$ cat config.mk
export PLATFORM = sky130hd
export DESIGN_NAME = seg_result_display_flat
export DESIGN_NICKNAME = d
export VERILOG_FILES = /design/src/rtl/seg_result_display_if.sv /design/src/rtl/seg_result_display.sv /design/src/flat_wrapper.sv
export SDC_FILE = /design/constraint.sdc
export NUM_CORES = 1
export LEC_CHECK = 0
export CAP_MARGIN = 20
export CORE_MARGIN = 2
export CORE_UTILIZATION = 33
export CTS_CLUSTER_SIZE = 20
export DETAILED_ROUTE_END_ITERATION = 12
export GPL_ROUTABILITY_DRIVEN = 0
export MAX_ROUTING_LAYER = met4
export PLACE_DENSITY = 0.58
export SLEW_MARGIN = 0
export SYNTH_ARGS = -nofsm -noshare
export SYNTH_HDL_FRONTEND = slang
export SYNTH_SLANG_ARGS = --single-unit
$ cat constraint.sdc
create_clock -name clk -period 3.25 [get_ports clk]
set_input_delay 0.4875 -clock clk [delete_from_list [all_inputs] [get_ports clk]]
set_output_delay 0.4875 -clock clk [all_outputs]
set_load 0.005 [all_outputs]
$ cat src/rtl/seg_result_display_if.sv
// Handshake and display bundle between the convolution result source and seg_result_display.
interface seg_result_display_if #(
  parameter int VAL_W  = 12,
  parameter int DIGITS = 4
);
  logic [VAL_W-1:0]    value_in;
  logic                value_valid;
  logic                busy;
  logic [4*DIGITS-1:0] bcd_out;
  logic                overflow;
  logic [6:0]          seg_n;
  logic [DIGITS-1:0]   an_n;

  modport master (
    output value_in, value_valid,
    input  busy, bcd_out, overflow, seg_n, an_n
  );

  modport slave (
    input  value_in, value_valid,
    output busy, bcd_out, overflow, seg_n, an_n
  );
endinterface

$ cat src/rtl/seg_result_display.sv
// Captures a binary result, converts it to BCD by sequential double-dabble and scans it onto a
// common-anode 7-segment display. Define SEG_LEADING_ZERO_BLANK_EN to blank leading zero digits.
//
// state   | meaning
// IDLE    | waiting for value_valid; display shows last committed value
// CONVERT | one add-3/shift iteration per cycle, VAL_W iterations
// COMMIT  | scratch BCD and overflow flag copied to the outputs
module seg_result_display #(
  parameter int VAL_W       = 12,
  parameter int DIGITS      = 4,
  parameter int REFRESH_DIV = 50000
) (
  input logic                 clk,
  input logic                 rst,
  seg_result_display_if.slave bus
);

  localparam int CNT_W = $clog2(VAL_W);
  localparam int REF_W = (REFRESH_DIV > 1) ? $clog2(REFRESH_DIV) : 1;
  localparam int IDX_W = (DIGITS > 1) ? $clog2(DIGITS) : 1;
  localparam int EXT_W = VAL_W + 28;

  function automatic longint pow10(input int n);
    longint r;
    r = 1;
    for (int i = 0; i < n; i++) r = r * 10;
    return r;
  endfunction

  // Wide enough to hold 10^8 regardless of VAL_W.
  localparam logic [EXT_W-1:0] LIMIT = EXT_W'(pow10(DIGITS));

  typedef enum logic [1:0] {IDLE, CONVERT, COMMIT} state_t;

  state_t              state, state_next;
  logic                load, shift_en, commit, busy;
  logic [VAL_W-1:0]    shreg;
  logic [4*DIGITS-1:0] scratch, adj;
  logic [CNT_W-1:0]    iter_cnt;
  logic                ovf_latched, ovf_now;
  logic [4*DIGITS-1:0] bcd_q;
  logic                ovf_q;
  logic [REF_W-1:0]    refresh_cnt;
  logic [IDX_W-1:0]    digit_idx;
  logic [6:0]          seg_q, seg_next;
  logic [DIGITS-1:0]   an_q;
  logic [3:0]          sel_digit;
  logic                lead_blank;

  always_ff @(posedge clk or posedge rst) begin
    if (rst) state <= IDLE;
    else     state <= state_next;
  end

  always_comb begin
    state_next = state;
    case (state)
      IDLE:    if (bus.value_valid) state_next = CONVERT;
      CONVERT: if (iter_cnt == CNT_W'(VAL_W - 1)) state_next = COMMIT;
      COMMIT:  state_next = IDLE;
      default: state_next = IDLE;
    endcase
  end

  always_comb begin
    load     = 1'b0;
    shift_en = 1'b0;
    commit   = 1'b0;
    busy     = 1'b0;
    case (state)
      IDLE:    load = bus.value_valid;
      CONVERT: begin shift_en = 1'b1; busy = 1'b1; end
      COMMIT:  begin commit   = 1'b1; busy = 1'b1; end
      default: ;
    endcase
  end

  assign ovf_now = {28'd0, bus.value_in} >= LIMIT;

  always_comb begin
    adj = scratch;
    for (int i = 0; i < DIGITS; i++)
      if (scratch[4*i +: 4] >= 4'd5) adj[4*i +: 4] = scratch[4*i +: 4] + 4'd3;
  end

  // Carry out of the top digit is dropped, so the result is value mod 10^DIGITS.
  always_ff @(posedge clk or posedge rst) begin
    if (rst) begin
      shreg       <= '0;
      scratch     <= '0;
      iter_cnt    <= '0;
      ovf_latched <= 1'b0;
      bcd_q       <= '0;
      ovf_q       <= 1'b0;
    end else begin
      if (load) begin
        shreg       <= bus.value_in;
        scratch     <= '0;
        iter_cnt    <= '0;
        ovf_latched <= ovf_now;
      end else if (shift_en) begin
        {scratch, shreg} <= {adj, shreg} << 1;
        iter_cnt         <= iter_cnt + 1'b1;
      end
      if (commit) begin
        bcd_q <= scratch;
        ovf_q <= ovf_latched;
      end
    end
  end

  assign sel_digit = bcd_q[4*digit_idx +: 4];

  always_comb begin
    lead_blank = 1'b0;
`ifdef SEG_LEADING_ZERO_BLANK_EN
    lead_blank = (digit_idx != '0);
    for (int i = 0; i < DIGITS; i++)
      if (i >= int'(digit_idx) && bcd_q[4*i +: 4] != 4'd0) lead_blank = 1'b0;
`endif
  end

  always_comb begin
    case (sel_digit)
      4'd0:    seg_next = 7'b1000000;
      4'd1:    seg_next = 7'b1111001;
      4'd2:    seg_next = 7'b0100100;
      4'd3:    seg_next = 7'b0110000;
      4'd4:    seg_next = 7'b0011001;
      4'd5:    seg_next = 7'b0010010;
      4'd6:    seg_next = 7'b0000010;
      4'd7:    seg_next = 7'b1111000;
      4'd8:    seg_next = 7'b0000000;
      4'd9:    seg_next = 7'b0010000;
      default: seg_next = 7'b1111111;
    endcase
    if (lead_blank) seg_next = 7'b1111111;
    if (ovf_q)      seg_next = 7'b0111111;
  end

  always_ff @(posedge clk or posedge rst) begin
    if (rst) begin
      refresh_cnt <= '0;
      digit_idx   <= '0;
      seg_q       <= 7'b1111111;
      an_q        <= '1;
    end else begin
      if (refresh_cnt == REF_W'(REFRESH_DIV - 1)) begin
        refresh_cnt <= '0;
        digit_idx   <= (digit_idx == IDX_W'(DIGITS - 1)) ? '0 : digit_idx + 1'b1;
      end else begin
        refresh_cnt <= refresh_cnt + 1'b1;
      end
      an_q  <= ~(DIGITS'(1) << digit_idx);
      seg_q <= seg_next;
    end
  end

  assign bus.busy     = busy;
  assign bus.bcd_out  = bcd_q;
  assign bus.overflow = ovf_q;
  assign bus.seg_n    = seg_q;
  assign bus.an_n     = an_q;

endmodule

$ cat src/flat_wrapper.sv
// flat-port wrapper written by rule: the top's interface ports become plain ports
module seg_result_display_flat 
#(
  parameter int VAL_W       = 12,
  parameter int DIGITS      = 4,
  parameter int REFRESH_DIV = 50000
)
  (clk, rst, bus_value_in, bus_value_valid, bus_busy, bus_bcd_out, bus_overflow, bus_seg_n, bus_an_n);
  seg_result_display_if #(.VAL_W(VAL_W), .DIGITS(DIGITS)) bus_i ();
  input logic clk;
  input logic rst;
  input wire logic [$bits(bus_i.value_in)-1:0] bus_value_in;
  input wire logic [$bits(bus_i.value_valid)-1:0] bus_value_valid;
  output wire logic [$bits(bus_i.busy)-1:0] bus_busy;
  output wire logic [$bits(bus_i.bcd_out)-1:0] bus_bcd_out;
  output wire logic [$bits(bus_i.overflow)-1:0] bus_overflow;
  output wire logic [$bits(bus_i.seg_n)-1:0] bus_seg_n;
  output wire logic [$bits(bus_i.an_n)-1:0] bus_an_n;
  assign bus_i.value_in = bus_value_in;
  assign bus_i.value_valid = bus_value_valid;
  assign bus_busy = bus_i.busy;
  assign bus_bcd_out = bus_i.bcd_out;
  assign bus_overflow = bus_i.overflow;
  assign bus_seg_n = bus_i.seg_n;
  assign bus_an_n = bus_i.an_n;
  seg_result_display #(.VAL_W(VAL_W), .DIGITS(DIGITS), .REFRESH_DIV(REFRESH_DIV)) u_core (.clk(clk), .rst(rst), .bus(bus_i));
endmodule
Run 1, the metal 2 layer:
(2 px per µm)
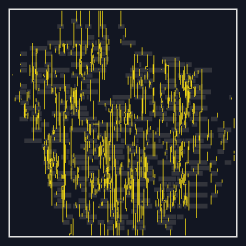
wire length on this layer: 3340 µm
nets with wire on the layer: 346

Run 1, where the registers sit:
(4 px per µm)
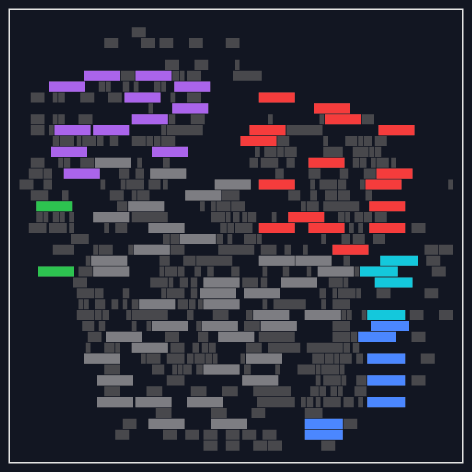
legend:
  `u_core.bus.an_n`:
    color: cyan
    sequential_cells: 4
    where: middle right
  `u_core.state`:
    color: green
    sequential_cells: 2
  `u_core.shreg`:
    color: purple
    sequential_cells: 12
    where: upper left
  `u_core.refresh_cnt`:
    color: red
    sequential_cells: 16
  `u_core.bus.seg_n`:
    color: blue
    sequential_cells: 7
    where: lower right

==> notes.md, run 1 <==
fresh numbers from the pnr run: met2 routed WL 3340 µm, Layout non-clock buf frac 9.47%, Port Buffer Count 42, # Cells Yosys 363, Gate Count Post-Synth 363, Seq/total area 42.1%, Vias 2620, Clock-cell share 5.66%, hpwl dp 4840 µm, Logic pwr share 34.3%, pin count of the biggest net entering global routing 80, mux frac, synth 12.1%, Synth area leaders dfrtp_1, ha_1, dfstp_2, GRT met3 Usage 3.27%, Top Usage Layer GRT met2, unrepaired setup endpoints after global routing false, WHS Path Cells 1, ys flops 79, crit path DRT 2.76 ns, worst r2r path cells 6, adder share 7.66%, WS Path Type reg2out, Finished Layout Cells 549, core area 11500 µm², final-stage net count 440, placed cell areas 4460 µm², post-route cell area 4730 µm², PwrDens 760 nW/µm², Pwr Total 3.59 mW, final cycle utilization of the critical path 63.6%, CP Depth 3, Top non-seq family simple AND/OR/NAND/NOR gates, heaviest power group sequential cells, end point of the critical path bus_busy, postcts setup bufs 0, Pins Over Slew Limit 0, CP cell instances inv_1 -> ha_1 -> clkdlybuf4s50_1, seq_cells 79, Die Area 12800 µm², Post-synth ARST share 100%, Sequential Power Share 40.4%, Setup TNS Final 0 ns, Fin Hold WS 0.481 ns, Routed Antenna Nets 0, DRC viols 4, Clock Sinks 79, crit end category output port, Seq share, synth 50.8%, max incr delay on CP 0.49 ns, top sig layer met4, synthesized net count 402, Congestion Overflow GR 0, Leakage 2.11 nW, layout cells sized above 1 11.6%, Fin Clk Skew 0.00786 ns, initial antenna violation count 0, Final Hold Vio Count 0, Max clock buf depth 2, Min-Delay Endpoint u_core.refresh_cnt[0], Final min period 2.07 ns, TritonRoute pass-1 iters 8, Max IR drop VDD 0.000481 V, Cell Type Count 41, Die W 113 µm, highest-delay cell along the critical path clkdlybuf4s50_1, root buf cell clkbuf_16, largest class registers, HP Class reg2reg, std cell rows 39, first-pass GRT wire length 11900 µm, Worst Max-Slew Pin Slew 0.944 ns, io pins 44, Clk. pwr 0.911 mW, type of origin of the critical path flop, worst reg2reg path endpoint u_core.bus.seg_n[5], number of enable flip-flop cells 0, bufs w/o clock 44, Die H 113 µm, DR WL met3 238 µm, multi-input combinational area share 37.1%, sw frac 32.3%, Fill cells 1119, final setup margin 1.18 ns, outcome finished, violations left, Tool Warnings 41, failing checks design-rule violations, Synth Cell Area 3920 µm², Yosys warning total 0, sw power 1.16 mW, # H-tree levels 3, P_comb 1.23 mW, Placed Cells 533, Iteration-0 DRC Markers 109, most frequent cell after synthesis dfrtp_1, RR Startpoint u_core.digit_idx[0], fmax 484 MHz, Clock power frac 25.4%, wirelength, routed 7010 µm
Run 1, routing congestion:
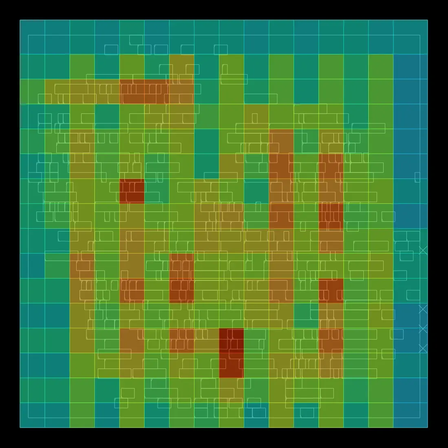
GR Util met2: 19.1%
met1 usage: 14.8%
overall routing resource usage: 12.0%

==> run 1 -> run 2 <==
- clock period: 3.25 -> 2.05 ns (I/O delays scaled with it)
==> run 2 against run 1 <==
Cell area up 2.6%. Wire length up 3.8%. Non-clock buffer count up 9. Register-to-register slack worse by 1.0 ns. Highest routed layer unchanged. Critical path depth unchanged. Core utilization up 1.1 points. Global-route usage up 0.54 points. The flow still finishes with violations (design-rule violations). Area after synthesis unchanged. Clock-buffer cell count down 1. First-iteration DRC count down 38%. Hold slack worse by 0.13 ns.
==> notes.md, run 2 <==
fresh numbers from the pnr run: Yosys warning total 0 (unchanged), post-route cell area 4860 µm² (+2.6%), end point of the critical path bus_busy, Gate Count Post-Synth 363 (unchanged), Routed WL per cell 13.0 µm, Layout non-clock buf frac 10.9% (+1.4 points), crit path DRT 1.74 ns (-1.02 ns), seq pwr 2.30 mW, Top non-seq family simple AND/OR/NAND/NOR gates, Pins Over Slew Limit 0 (unchanged), bufs w/o clock 53 (+20%), outcome finished, violations left, Leakage 2.17 nW (+2.8%), multi-input combinational area share 36.2% (-0.96 points), final cycle utilization of the critical path 92.0%, Fill cells 1103 (-1.4%), Synth area leaders dfrtp_1, ha_1, dfstp_2, pre-CTS WS 0.221 ns, TritonRoute pass-1 iters 8 (unchanged), adder share 7.66% (unchanged), root buf cell clkbuf_16, ys flops 79 (unchanged), synthesized net count 402 (unchanged), Clock power frac 27.5% (+2.1 points), Clock-cell share 6.36% (+0.70 points), Routed Antenna Nets 0 (unchanged), highest-delay cell along the critical path clkdlybuf4s50_1, RR Startpoint u_core.digit_idx[0], crit end category output port, mux frac, synth 12.1% (unchanged), Clk. pwr 1.64 mW (+80%), Clock Latency Late Sink 0.33 ns, Die Area 12800 µm² (unchanged), largest class registers, top post-synthesis cells by count dfrtp_1, nand2_1, o21ai_0, nor2_1, CTS resizes 0, HP Class in2async, fmax 530 MHz, tap cells 143, PwrDens 1230 nW/µm² (+61%), initial antenna violation count 0 (unchanged), Setup TNS Final 0 ns (unchanged), seq_cells 79 (unchanged), wirelength, routed 7280 µm (+3.8%), Final Hold Vio Count 0 (unchanged), # Max-Cap Violations 0, postcts setup bufs 0 (unchanged), std cell rows 39 (unchanged), met1 usage 16.2% (+1.4 points), layout cells sized above 1 14.0% (+2.4 points), internal reg-to-reg setup slack 0.24 ns, Iteration-0 DRC Markers 68 (-38%), Die W 113 µm (unchanged), GRT met3 Usage 3.32% (+0.054 points), Yosys chip area 3920 µm², sw power 1.90 mW (+64%), pin count of the biggest net entering global routing 45 (-44%), # H-tree levels 3 (unchanged), DR WL met3 266 µm (+12%), FP Util 34.0%, Seq/total area 41.0% (-1.1 points), Pwr Total 5.95 mW (+66%), Fin Hold WS 0.356 ns (-0.125 ns), P_comb 2.02 mW (+64%), area grow syn2layout 23.9%, Synth Cell Area 3920 µm² (unchanged), sw frac 31.9% (-0.35 points), worst reg2reg path endpoint u_core.bus.seg_n[5], CP Depth 3 (unchanged), top sig layer met4, final-stage net count 449 (+2.0%), first-pass GRT wire length 12600 µm (+5.7%), overall routing resource usage 12.5% (+0.54 points), met2 routed WL 3500 µm (+4.7%), core area 11500 µm² (unchanged), io pins 44 (unchanged), WS Path Type reg2out, diode count 0, Tool Warnings 41 (unchanged), final setup margin 0.164 ns (-1.02 ns), Port Buffer Count 42 (unchanged), hpwl dp 5150 µm (+6.3%), Top cells excl fill/tap dfrtp_1, clkdlybuf4s50_1, nand2_1, o21ai_0, nor2_1, Post-synth ARST share 100% (unchanged), placed cell areas 4550 µm² (+1.9%), yosys simple share 12.4%, crit path launch u_core.state[0], worst r2r path cells 6 (unchanged), max incr delay on CP 0.49 ns (about the same), DRC viols 4 (unchanged), Max IR drop VDD 0.000643 V (+34%), Vias 2605 (-0.57%), GR Util met2 19.6% (+0.48 points), Max clock buf depth 2 (unchanged), Finished Layout Cells 558 (+1.6%), Setup Viol. Count Final 0, type of origin of the critical path flop, Final min period 1.89 ns, # Cells Yosys 363 (unchanged), number of enable flip-flop cells 0 (unchanged), heaviest power group sequential cells, Top delay family on crit path buffers and inverters, failing checks design-rule violations, Cell Type Count 41 (unchanged), Fin Clk Skew 0.00394 ns (-0.00392 ns), Placed Cells 542 (+1.7%), Logic pwr share 33.9% (-0.4 points), Seq share, synth 50.8% (unchanged), Clock Sinks 79 (unchanged), CP arrival 1.58 ns, CP cell instances inv_1 -> ha_1 -> clkdlybuf4s50_1, Die H 113 µm (unchanged), unrepaired setup endpoints after global routing false, clock buffer count 11, most frequent cell after synthesis dfrtp_1, Sequential Power Share 38.6% (-1.8 points), Top Usage Layer GRT met2, Congestion Overflow GR 0 (unchanged)
Run 2, selected gate families:
(4 px per µm)
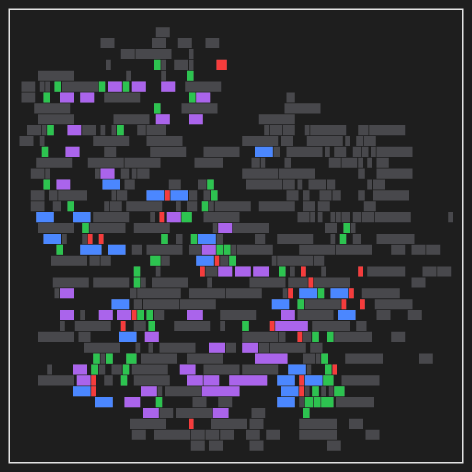
legend:
  adder and majority cells:
    color: blue
    cells: 24
  multiplexers:
    color: purple
    cells: 40
  inverters:
    color: red
    cells: 24
  inverting AOI/OAI gates:
    color: green
    cells: 54

Run 2, where the registers sit:
(4 px per µm)
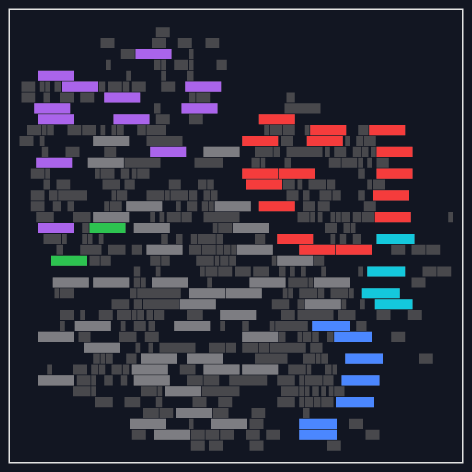
legend:
  `u_core.state`:
    color: green
    sequential_cells: 2
  `u_core.bus.seg_n`:
    color: blue
    sequential_cells: 7
    where: lower right
  `u_core.refresh_cnt`:
    color: red
    sequential_cells: 16
  `u_core.bus.an_n`:
    color: cyan
    sequential_cells: 4
    where: middle right
  `u_core.shreg`:
    color: purple
    sequential_cells: 12
    where: upper left
not colored: 38

Run 2, the metal 2 layer:
(2 px per µm)
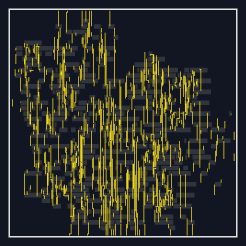
share of all routed wire: 48%
wire length on this layer: 3500 µm
main direction: vertical
longest straight run: 47.9 µm
nets with wire on the layer: 353

Power is estimated from default activity; no workload was simulated.
